<file path="src/rtl/tab_hash_pkg.sv">
`default_nettype none
// ============================================================================
// Module      : tab_hash_pkg
// Description : Shared constants, FSM state type and rotate helper for the
//               eight-lane tabulation hash engine.
// Revision    : 1.0 - initial release
// ============================================================================
package tab_hash_pkg;

    localparam int NUM_HASH  = 8;
    localparam int MAX_DBITS = 128;

    typedef enum logic [1:0] {
        IDLE = 2'd0,
        RUN  = 2'd1,
        DONE = 2'd2
    } state_t;

    // Rotate the low 'width' bits of value left by 'amount'; upper bits are zeroed.
    function automatic logic [MAX_DBITS-1:0] rotl(
        input logic [MAX_DBITS-1:0] value,
        input int unsigned          amount,
        input int unsigned          width
    );
        logic [MAX_DBITS-1:0] mask;
        logic [MAX_DBITS-1:0] v;
        int unsigned          sh;
        mask = {MAX_DBITS{1'b1}} >> (MAX_DBITS - width);
        sh   = amount % width;
        v    = value & mask;
        rotl = ((v << sh) | (v >> (width - sh))) & mask;
    endfunction

endpackage
`default_nettype wire

</file>
<file path="src/rtl/tab_hash_lane.sv">
`default_nettype none
// ============================================================================
// Module      : tab_hash_lane
// Description : One hash accumulator: loads an init value, then XORs in a
//               rotated table lane on every update cycle.
// Revision    : 1.0 - initial release
// ============================================================================
module tab_hash_lane
    import tab_hash_pkg::*;
#(
    parameter int DBITS = 32
) (
    input  logic             clk,
    input  logic             reset,
    input  logic             load,
    input  logic             update,
    input  logic [DBITS-1:0] init,
    input  logic [DBITS-1:0] lane_data,
    input  logic [31:0]      rot_amt,
    output logic [DBITS-1:0] acc
);

    logic [MAX_DBITS-1:0] w_rot_full;
    logic [DBITS-1:0]     w_rot;
    logic [DBITS-1:0]     r_acc;

    assign w_rot_full = rotl(MAX_DBITS'(lane_data), rot_amt, DBITS);
    assign w_rot      = w_rot_full[DBITS-1:0];
    assign acc        = r_acc;

    always_ff @(posedge clk or posedge reset) begin
        if (reset) begin
            r_acc <= '0;
        end else if (load) begin
            r_acc <= init;
        end else if (update) begin
            r_acc <= r_acc ^ w_rot;
        end
    end

endmodule
`default_nettype wire

</file>
<file path="src/rtl/tab_hash8_engine.sv">
`default_nettype none
// ============================================================================
// Module      : tab_hash8_engine
// Description : Byte-serial tabulation hash producing eight DBITS hashes per
//               key from an external 8-output table. Optional macro
//               TAB_HASH_SEED_EN loads accumulators with SEED instead of 0.
// Revision    : 1.0 - initial release
// ============================================================================
module tab_hash8_engine
    import tab_hash_pkg::*;
#(
    parameter int               KEY_BYTES = 4,
    parameter int               DBITS     = 32,
    parameter logic [DBITS-1:0] SEED      = '0
) (
    input  logic                    clk,
    input  logic                    reset,
    input  logic                    in_valid,
    output logic                    in_ready,
    input  logic [8*KEY_BYTES-1:0]  in_key,
    output logic [7:0]              tbl_addr,
    input  logic [8*DBITS-1:0]      tbl_data,
    output logic                    out_valid,
    input  logic                    out_ready,
    output logic [8*DBITS-1:0]      out_hash
);

    localparam int IDX_W = (KEY_BYTES > 1) ? $clog2(KEY_BYTES) : 1;

`ifdef TAB_HASH_SEED_EN
    localparam logic [DBITS-1:0] c_init = SEED;
`else
    // SEED is intentionally discarded when seeding is not built in.
    localparam logic [DBITS-1:0] c_init = SEED & {DBITS{1'b0}};
`endif

    state_t                 r_state;
    state_t                 w_next_state;
    logic [8*KEY_BYTES-1:0] r_key;
    logic [IDX_W-1:0]       r_index;
    logic                   w_accept;
    logic                   w_running;
    logic                   w_last;
    logic [7:0]             w_key_byte;
    logic [31:0]            w_rot_amt;

    assign w_accept  = (r_state == IDLE) && in_valid;
    assign w_running = (r_state == RUN);
    assign w_last    = (r_index == IDX_W'(KEY_BYTES - 1));
    assign w_rot_amt = (32'(r_index) * 32'd8) % 32'(DBITS);

    always_comb begin
        w_key_byte = 8'h00;
        for (int i = 0; i < KEY_BYTES; i++) begin
            if (r_index == IDX_W'(i)) begin
                w_key_byte = r_key[8*i +: 8];
            end
        end
    end

    always_ff @(posedge clk or posedge reset) begin
        if (reset) begin
            r_state <= IDLE;
        end else begin
            r_state <= w_next_state;
        end
    end

    always_comb begin
        w_next_state = r_state;
        case (r_state)
            IDLE:    if (in_valid)  w_next_state = RUN;
            RUN:     if (w_last)    w_next_state = DONE;
            DONE:    if (out_ready) w_next_state = IDLE;
            default:                w_next_state = IDLE;
        endcase
    end

    // Address comes only from the latched key so there is no in_key -> tbl_addr path.
    always_comb begin
        in_ready  = (r_state == IDLE);
        out_valid = (r_state == DONE);
        tbl_addr  = w_running ? w_key_byte : 8'h00;
    end

    always_ff @(posedge clk or posedge reset) begin
        if (reset) begin
            r_key   <= '0;
            r_index <= '0;
        end else if (w_accept) begin
            r_key   <= in_key;
            r_index <= '0;
        end else if (w_running) begin
            r_index <= w_last ? '0 : r_index + 1'b1;
        end
    end

    for (genvar k = 0; k < NUM_HASH; k++) begin : g_lane
        tab_hash_lane #(
            .DBITS (DBITS)
        ) u_lane (
            .clk       (clk),
            .reset     (reset),
            .load      (w_accept),
            .update    (w_running),
            .init      (c_init),
            .lane_data (tbl_data[DBITS*k +: DBITS]),
            .rot_amt   (w_rot_amt),
            .acc       (out_hash[DBITS*k +: DBITS])
        );
    end

endmodule
`default_nettype wire

</file>
<file path="config.mk">
export PLATFORM = sky130hd
export DESIGN_NAME = tab_hash8_engine
export DESIGN_NICKNAME = d
export VERILOG_FILES = /design/src/rtl/tab_hash_pkg.sv /design/src/rtl/tab_hash_lane.sv /design/src/rtl/tab_hash8_engine.sv
export SDC_FILE = /design/constraint.sdc
export NUM_CORES = 1
export LEC_CHECK = 0
export CAP_MARGIN = 20
export CORE_ASPECT_RATIO = 0.8
export CORE_MARGIN = 2
export CORE_UTILIZATION = 35
export CTS_BUF_LIST = sky130_fd_sc_hd__clkbuf_4 sky130_fd_sc_hd__clkbuf_8 sky130_fd_sc_hd__clkbuf_16
export DETAILED_ROUTE_END_ITERATION = 10
export GPL_TIMING_DRIVEN = 0
export SLEW_MARGIN = 30
export SYNTH_ARGS = -nofsm -noshare
export SYNTH_HDL_FRONTEND = slang
export SYNTH_SLANG_ARGS = --single-unit
</file>
<file path="constraint.sdc">
create_clock -name clk -period 21.1 [get_ports clk]
set_input_delay 4.22 -clock clk [delete_from_list [all_inputs] [get_ports clk]]
set_output_delay 4.22 -clock clk [all_outputs]
set_load 0.01 [all_outputs]
</file>
Run 1, signal wires by layer:
Two of the layers only.
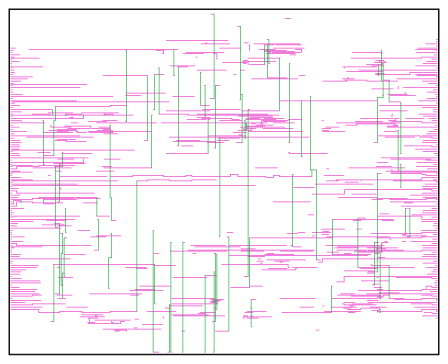
legend:
  metal 4:
    color: green
    wire_length: 2420 um
  metal 3:
    color: magenta
    wire_length: 9230 um

Run 1, track usage over the die:
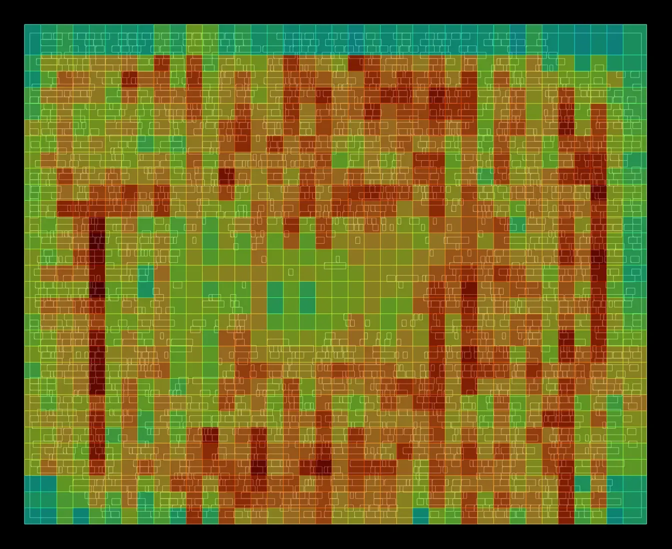
met1 demand-to-capacity share in global routing: 43.2%
GRT met3 Usage: 8.60%
average detailed-routed wire length per instance: 29.2 um

==> results_dict.tcl, run 1 <==
# flow metrics
set metrics [dict create \
    status "finished clean" \
    area.share.sequential_pct 27.2 \
    clock_skew_ns 0.0133 \
    p_int_uw 2670 \
    path_class "flop to output pin" \
    report.power.total_uw 5000 \
    first_pass_iters 7 \
    comb_area_share_pct 40.9 \
    finalWorstSetupSlack_ns 12.67 \
    layout-drive-gt1-share_pct 10.4 \
    clock.latency.late_pin_ns 0.56 \
    clockBufferCount 54 \
    routed.top_layer "met5" \
    dp_hpwl_um 67800 \
    num_io_pins 558 \
    p_switching_uw 2330 \
    setup.worst_path.start_class "flop" \
    num_antenna_cells 5 \
    clkSinkCount 292 \
    power.share.sequential_pct 21.8 \
    mux_share_pct 27.6 \
    area_dominant_class "combinational gates" \
    power-top-group "combinational cells" \
    achievable_clock_frequency_mhz 119 \
    first_global_vias 19100 \
    area_delta_synth_final_pct 40.5 \
    adder_share_pct 0.327 \
    crit_path_max_fo 12 \
    pwr.group.sequential_uw 1090 \
    synth_seq_share_pct 38.2 \
    clock_tree.buffer_depth 3 \
    static-leakage-power_uw 0.0121 \
    synthDominantCellAreaShare_pct 38.2 \
    pwr.group.combinational_uw 3260 \
    max-vdd-ir-drop_v 0.0000721 \
    final-setup-viol-count 0 \
    initial_standard_cell_utilization_of_the_core_pct 35.5 \
    initial_antenna_violation_count 14 \
    chip_area_um2 56500 \
    first_iter_violations 1755 \
    design.final.nets 2810 \
    min_period_ns 8.43 \
    postLayoutCellArea_um2 26900 \
    ys_top_cells_by_area "sky130_fd_sc_hd__dfrtp_1 38%, sky130_fd_sc_hd__mux2i_1 24%, sky130_fd_sc_hd__nand2_1 5.4%" \
    worst_hold_path_cell_count 1 \
    number_of_warning_messages_in_the_yosys_log 0 \
    seq_area_um2 7310 \
    hold_path.class "flop to flop" \
    compound_gate_portion_of_the_synthesized_area_pct 18.6 \
    routedLengthMet1_um 40300 \
    fin_hold_ws_ns 0.472 \
    synth_chip_area_um2 19100 \
    numSynthFlops 292 \
    fp.dieH_um 213 \
    core_region_area_um2 53900 \
    unrepaired_setup_endpoints_after_global_routing "false" \
    wl_met3_um 9230 \
    share_of_flip_flops_with_an_asynchronous_set_or_reset_after_synthesis_pct 100 \
    worst_ep_required_time_ns 16.88 \
    r2r-start "r_index[0]$_DFFE_PP0P_" \
    netlist.top_cell.by_instances "sky130_fd_sc_hd__mux2i_1" \
    logic_area_um2 11000 \
    layout.buffer.nonclock.area_share_pct 24.2 \
    sequential_cell_total 292 \
    std_cell_rows 76 \
    cts.repair.resized 0 \
    setup.worst_path.end_class "output pin" \
    synthTopLogicFamily "multiplexers" \
    power_clock_uw 647 \
    stdcell_count 3243 \
    dp.cells 3177 \
    hold_path_startpoint "g_lane[5].u_lane.acc[21]$_DFFE_PP0P_" \
    warnings 30 \
    power.combinational.fraction_pct 65.3 \
    dieWidth_um 265 \
    maxCapViolCount 0 \
    top_cells_by_count "466 x sky130_fd_sc_hd__mux2i_1, 292 x sky130_fd_sc_hd__dfrtp_1, 275 x sky130_fd_sc_hd__nand2_1, 164 x sky130_fd_sc_hd__nor2_1, 78 x sky130_fd_sc_hd__clkbuf_1" \
    synth.net_count 2212 \
    cts_hold_buf 0 \
    placedInstanceArea_um2 25700 \
    busiest_layer "met2" \
    r2r_slack_ns 16.71 \
    worstSetupStartpoint "r_index[0]$_DFFE_PP0P_" \
    vias_per_cell 5.94 \
    port_buffers 557 \
    non_clock_inverter_count 4 \
    reg2regPathDepth 12 \
    synth_area_leader_cell "sky130_fd_sc_hd__dfrtp_1" \
    clock_power_share_pct 12.9 \
    xor_share_pct 0 \
    synth-cells-yosys 1915 \
    use_met2_pct 51.1 \
    clock_tree_area_fraction_pct 4.41 \
    max_slew.worst_pin.slew_ns 1.05 \
    summed_negative_setup_slack_over_all_endpoints_ns 0 \
    data_arrival_time_of_the_critical_path_ns 4.21 \
    route.detailed.drc 0 \
    final.signal_buffer_count 730 \
    first_pass_grt_wire_length_um 134000 \
    number_of_flops_mapped_to_enable_cells_by_yosys 0 \
    top_ff_cell_synth "sky130_fd_sc_hd__dfrtp_1" \
    largest_net_degree_at_the_start_of_global_routing 82 \
    numCtsBuffers 36 \
    endpoint "tbl_addr[5]" \
    antenna_violating_nets_post_route 0 \
    worst_slew_margin_relative_to_its_limit_pct 30.1 \
    mostFrequentLayoutCell "sky130_fd_sc_hd__clkdlybuf4s50_1" \
    clock-root-buffer "sky130_fd_sc_hd__clkbuf_16" \
    cts.repair_timing.setup_buffer_count 0 \
    post_synthesis_instance_area_um2 19100 \
    post-route-period-util_pct 40.0 \
]
Run 1, signal wires on met1:
The bar under the picture is 100 um long. Supply wires on this layer in gray.
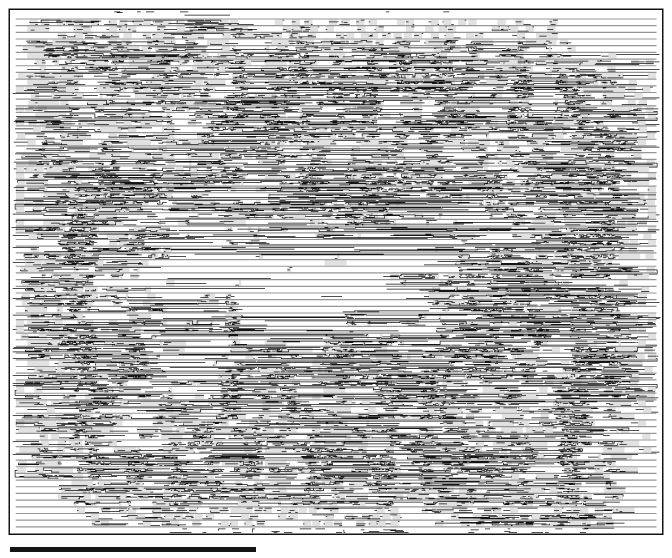
nets with wire on the layer: 2573
wire length on this layer: 40.3 mm
longest straight run: 94.8 um
main direction: horizontal
total vias in the final route: 19300
final WL: 94800 um

Run 1, I/O nets highlighted:
The bar under the picture is 100 um long.
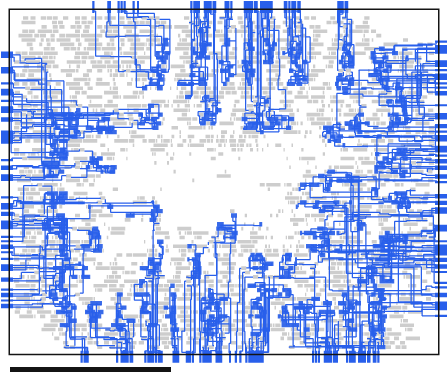
legend:
  `tbl_data`:
    color: blue
    bits: 256
    direction: input
    end_cells: 579
    buffers: 256
    wire: 18600 um

run 1: worst max-delay path, stage by stage (launching register included):
cell and delay (ns):
sky130_fd_sc_hd__dfrtp_1 0.47, sky130_fd_sc_hd__buf_6 0.19, sky130_fd_sc_hd__inv_1 0.34, sky130_fd_sc_hd__clkbuf_2 0.52
sky130_fd_sc_hd__ha_1 0.55, sky130_fd_sc_hd__nor2b_1 0.19, sky130_fd_sc_hd__clkbuf_1 0.35, sky130_fd_sc_hd__a221oi_1 0.14
sky130_fd_sc_hd__o31ai_1 0.31, sky130_fd_sc_hd__clkdlybuf4s50_1 0.60
run 1: sequential cells by signal (all words and copies together) (netlist names):
signal and count:
g_lane.u_lane.acc 256, r_state 2, r_index 2, r_key 32
Run 1, sequential cells colored by netlist name:
The bar under the picture is 100 um long.
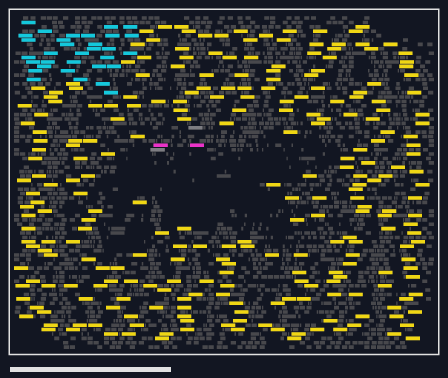

==> inputs of run 2 (changes only) <==
==> constraint.sdc (replaced) <==
create_clock -name clk -period 7.21 [get_ports clk]
set_input_delay 1.442 -clock clk [delete_from_list [all_inputs] [get_ports clk]]
set_output_delay 1.442 -clock clk [all_outputs]
set_load 0.01 [all_outputs]
Run 2, sequential cells colored by netlist name:
The bar under the picture is 100 um long.
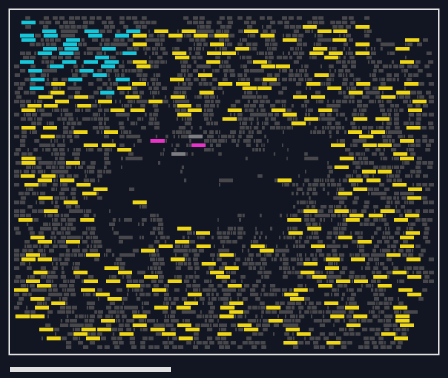
legend:
  `r_state`:
    color: magenta
    placed_flops: 2
  `r_key`:
    color: cyan
    placed_flops: 32
    where: north-west
  `g_lane.u_lane.acc`:
    color: yellow
    placed_flops: 256
    where: widely spread
P_seq: 3190 uW
Layout Utilization: 50.5%
proportion of cell area occupied by registers: 26.8%
sequential cell area: 7310 um2

==> results_dict.tcl, run 2 <==
# flow metrics
set metrics [dict create \
    static-leakage-power_uw 0.0122 \
    first_pass_iters 6 \
    cts.repair.resized 0 \
    gr-usage-all-layers_pct 32.3 \
    synth_simple_gate_area_share_pct 10.9 \
    crit_path_top_delay_cell "sky130_fd_sc_hd__clkdlybuf4s50_1" \
    min_period_ns 5.62 \
    pwr.group.combinational_uw 9560 \
    numSynthFlops 292 \
    max-vdd-ir-drop_v 0.000252 \
    grt_overflow 0 \
    r2r-start "r_index[0]$_DFFE_PP0P_" \
    summed_negative_setup_slack_over_all_endpoints_ns 0 \
    clock_power_share_pct 14.1 \
    clock_tree_area_fraction_pct 4.91 \
    number_of_flops_mapped_to_enable_cells_by_yosys 0 \
    std_cell_rows 76 \
    post_synthesis_instance_area_um2 19100 \
    route.detailed.drc 0 \
    power.combinational.fraction_pct 64.4 \
    post-route-period-util_pct 78.0 \
    num_io_pins 558 \
    synth-cells-yosys 1915 \
    finalWorstSetupSlack_ns 1.59 \
    report.power.total_uw 14900 \
    dp_hpwl_um 68600 \
    clock_tree.buffer_depth 3 \
    initial_antenna_violation_count 16 \
    unrepaired_setup_endpoints_after_global_routing "false" \
    antenna_violating_nets_post_route 0 \
    gp_congestion 0.888 \
    path_class "flop to output pin" \
    clock.latency.late_pin_ns 0.57 \
    clkSinkCount 292 \
    power_clock_uw 2100 \
    mostFrequentLayoutCell "sky130_fd_sc_hd__clkdlybuf4s50_1" \
    hold_path_end "g_lane[4].u_lane.acc[0]$_DFFE_PP0P_" \
    synth_area_leader_cell "sky130_fd_sc_hd__dfrtp_1" \
    largest_register_ffs 256 \
    family_with_the_most_delay_on_the_worst_path "buffers and inverters" \
    initial_standard_cell_utilization_of_the_core_pct 35.5 \
    logic_area_um2 11000 \
    data_arrival_time_of_the_critical_path_ns 4.18 \
    via_count 19500 \
    dp.cells 3187 \
    fp.dieH_um 213 \
    vias_per_cell 5.97 \
    number_of_warning_messages_in_the_yosys_log 0 \
    layout-drive-gt1-share_pct 10.9 \
    area_dominant_class "combinational gates" \
    first_pass_grt_wire_length_um 135000 \
    hold_path_startpoint "g_lane[4].u_lane.acc[0]$_DFFE_PP0P_" \
    synth_seq_share_pct 38.2 \
    non_clock_inverter_count 4 \
    preCtsSetupSlack_ns 1.85 \
    worst_slew_margin_relative_to_its_limit_pct 29.0 \
    largest_net_degree_at_the_start_of_global_routing 28 \
    cts_hold_buf 0 \
    clock-root-buffer "sky130_fd_sc_hd__clkbuf_16" \
    final.signal_buffer_count 740 \
    worst_hold_path_cell_count 1 \
    hold_violations 0 \
    htreeDepth 2 \
    netlist.top_cell.by_instances "sky130_fd_sc_hd__mux2i_1" \
    r2r_slack_ns 2.98 \
    critPathMaxStageDelay_ns 0.60 \
    mux_share_pct 27.6 \
    first_global_vias 19300 \
    compound_gate_portion_of_the_synthesized_area_pct 18.6 \
    synthTopLogicFamily "multiplexers" \
    worst_ep_required_time_ns 5.77 \
    tritoncts "built" \
    warnings 30 \
    final-max-slew-violation-count 0 \
    reg2regPathDepth 12 \
    layout.buffer.nonclock.area_share_pct 24.6 \
    placedInstanceArea_um2 25900 \
    top_ff_cell_synth "sky130_fd_sc_hd__dfrtp_1" \
    synthDominantCellAreaShare_pct 38.2 \
    pwr_density_cell_nw_per_um2 545 \
    setup.worst_path.end_class "output pin" \
    synth.avg_cell_area_um2 9.99 \
    area_delta_synth_final_pct 42.5 \
    stdcell_count 3258 \
    numCtsBuffers 37 \
    num_antenna_cells 9 \
    achievable_clock_frequency_mhz 178 \
    cp_num_buf_inv 5 \
    xor_share_pct 0 \
    fill_cells 4896 \
    p_int_uw 8000 \
    detail_route.wl_per_cell_um 29.0 \
    fin_hold_ws_ns 0.467 \
    comb_area_share_pct 40.3 \
    chip_area_um2 56500 \
    critical_path.reg2reg.endpoint "g_lane[6].u_lane.acc[15]$_DFFE_PP0P_" \
    crit_chain "buf_6, inv_1, clkbuf_2, ha_1, nor2b_1, clkbuf_1, a221oi_1, o31ai_1, clkdlybuf4s50_1" \
    share_of_flip_flops_with_an_asynchronous_set_or_reset_after_synthesis_pct 100 \
    maxCapViolCount 0 \
    dieWidth_um 265 \
    cts.repair_timing.setup_buffer_count 0 \
    synth.net_count 2212 \
    setup.worst_path.start_class "flop" \
    synth_chip_area_um2 19100 \
    core_region_area_um2 53900 \
    final-setup-viol-count 0 \
    first_iter_violations 1780 \
    crit_path_max_fo 12 \
    clock_skew_ns 0.0238 \
    power-top-group "combinational cells" \
    design.final.nets 2821 \
    clockBufferCount 49 \
    p_switching_uw 6850 \
    adder_share_pct 0.327 \
    postLayoutCellArea_um2 27300 \
    hold_path.class "flop to flop" \
    max_slew.worst_pin.slew_ns 1.06 \
    status "finished clean" \
    top_cells_by_count "466 x sky130_fd_sc_hd__mux2i_1, 292 x sky130_fd_sc_hd__dfrtp_1, 275 x sky130_fd_sc_hd__nand2_1, 164 x sky130_fd_sc_hd__nor2_1, 78 x sky130_fd_sc_hd__clkbuf_1" \
    power.share.sequential_pct 21.5 \
    clkSlewWorstSetupHoldPaths_ns 0.06 \
    sequential_cell_total 292 \
    ys_top_cells_by_area "sky130_fd_sc_hd__dfrtp_1 38%, sky130_fd_sc_hd__mux2i_1 24%, sky130_fd_sc_hd__nand2_1 5.4%" \
    port_buffers 557 \
]
Run 2, signal wires on met1:
The bar under the picture is 100 um long. Supply wires on this layer in gray.
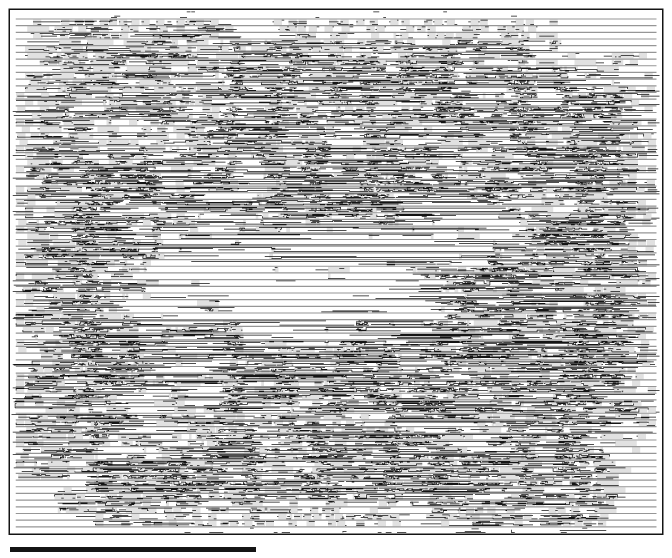
main direction: horizontal
share of all routed wire: 41%
wire length on this layer: 39.2 mm
met1 demand-to-capacity share in global routing: 42.3%
final WL: 94600 um

==> run 2: how the worst max path moves through the flow <==
stage,from,end,cells past startpoint
3_3_place_gp,reset,g_lane[4].u_lane.acc[18]$_DFFE_PP0P_,2
5_1_grt,r_index[0]$_DFFE_PP0P_,tbl_addr[5],9
4_1_cts,r_index[0]$_DFFE_PP0P_,tbl_addr[5],9
2_1_floorplan,reset,g_lane[0].u_lane.acc[0]$_DFFE_PP0P_,1
3_5_place_dp,r_index[0]$_DFFE_PP0P_,tbl_addr[5],9
6_report,r_index[0]$_DFFE_PP0P_,tbl_addr[5],9
==> run 2: metal layers <==
metal	vias up	track usage, %	part of all wire [%]
met2	1053	51.8	46
li1	8445	-	-
met3	173	9.36	10
met4	16	9.62	2.6
met5	-	0	0.11
met1	9768	42.3	41
Power figures rest on the tool's default switching activity, not on a simulated workload.
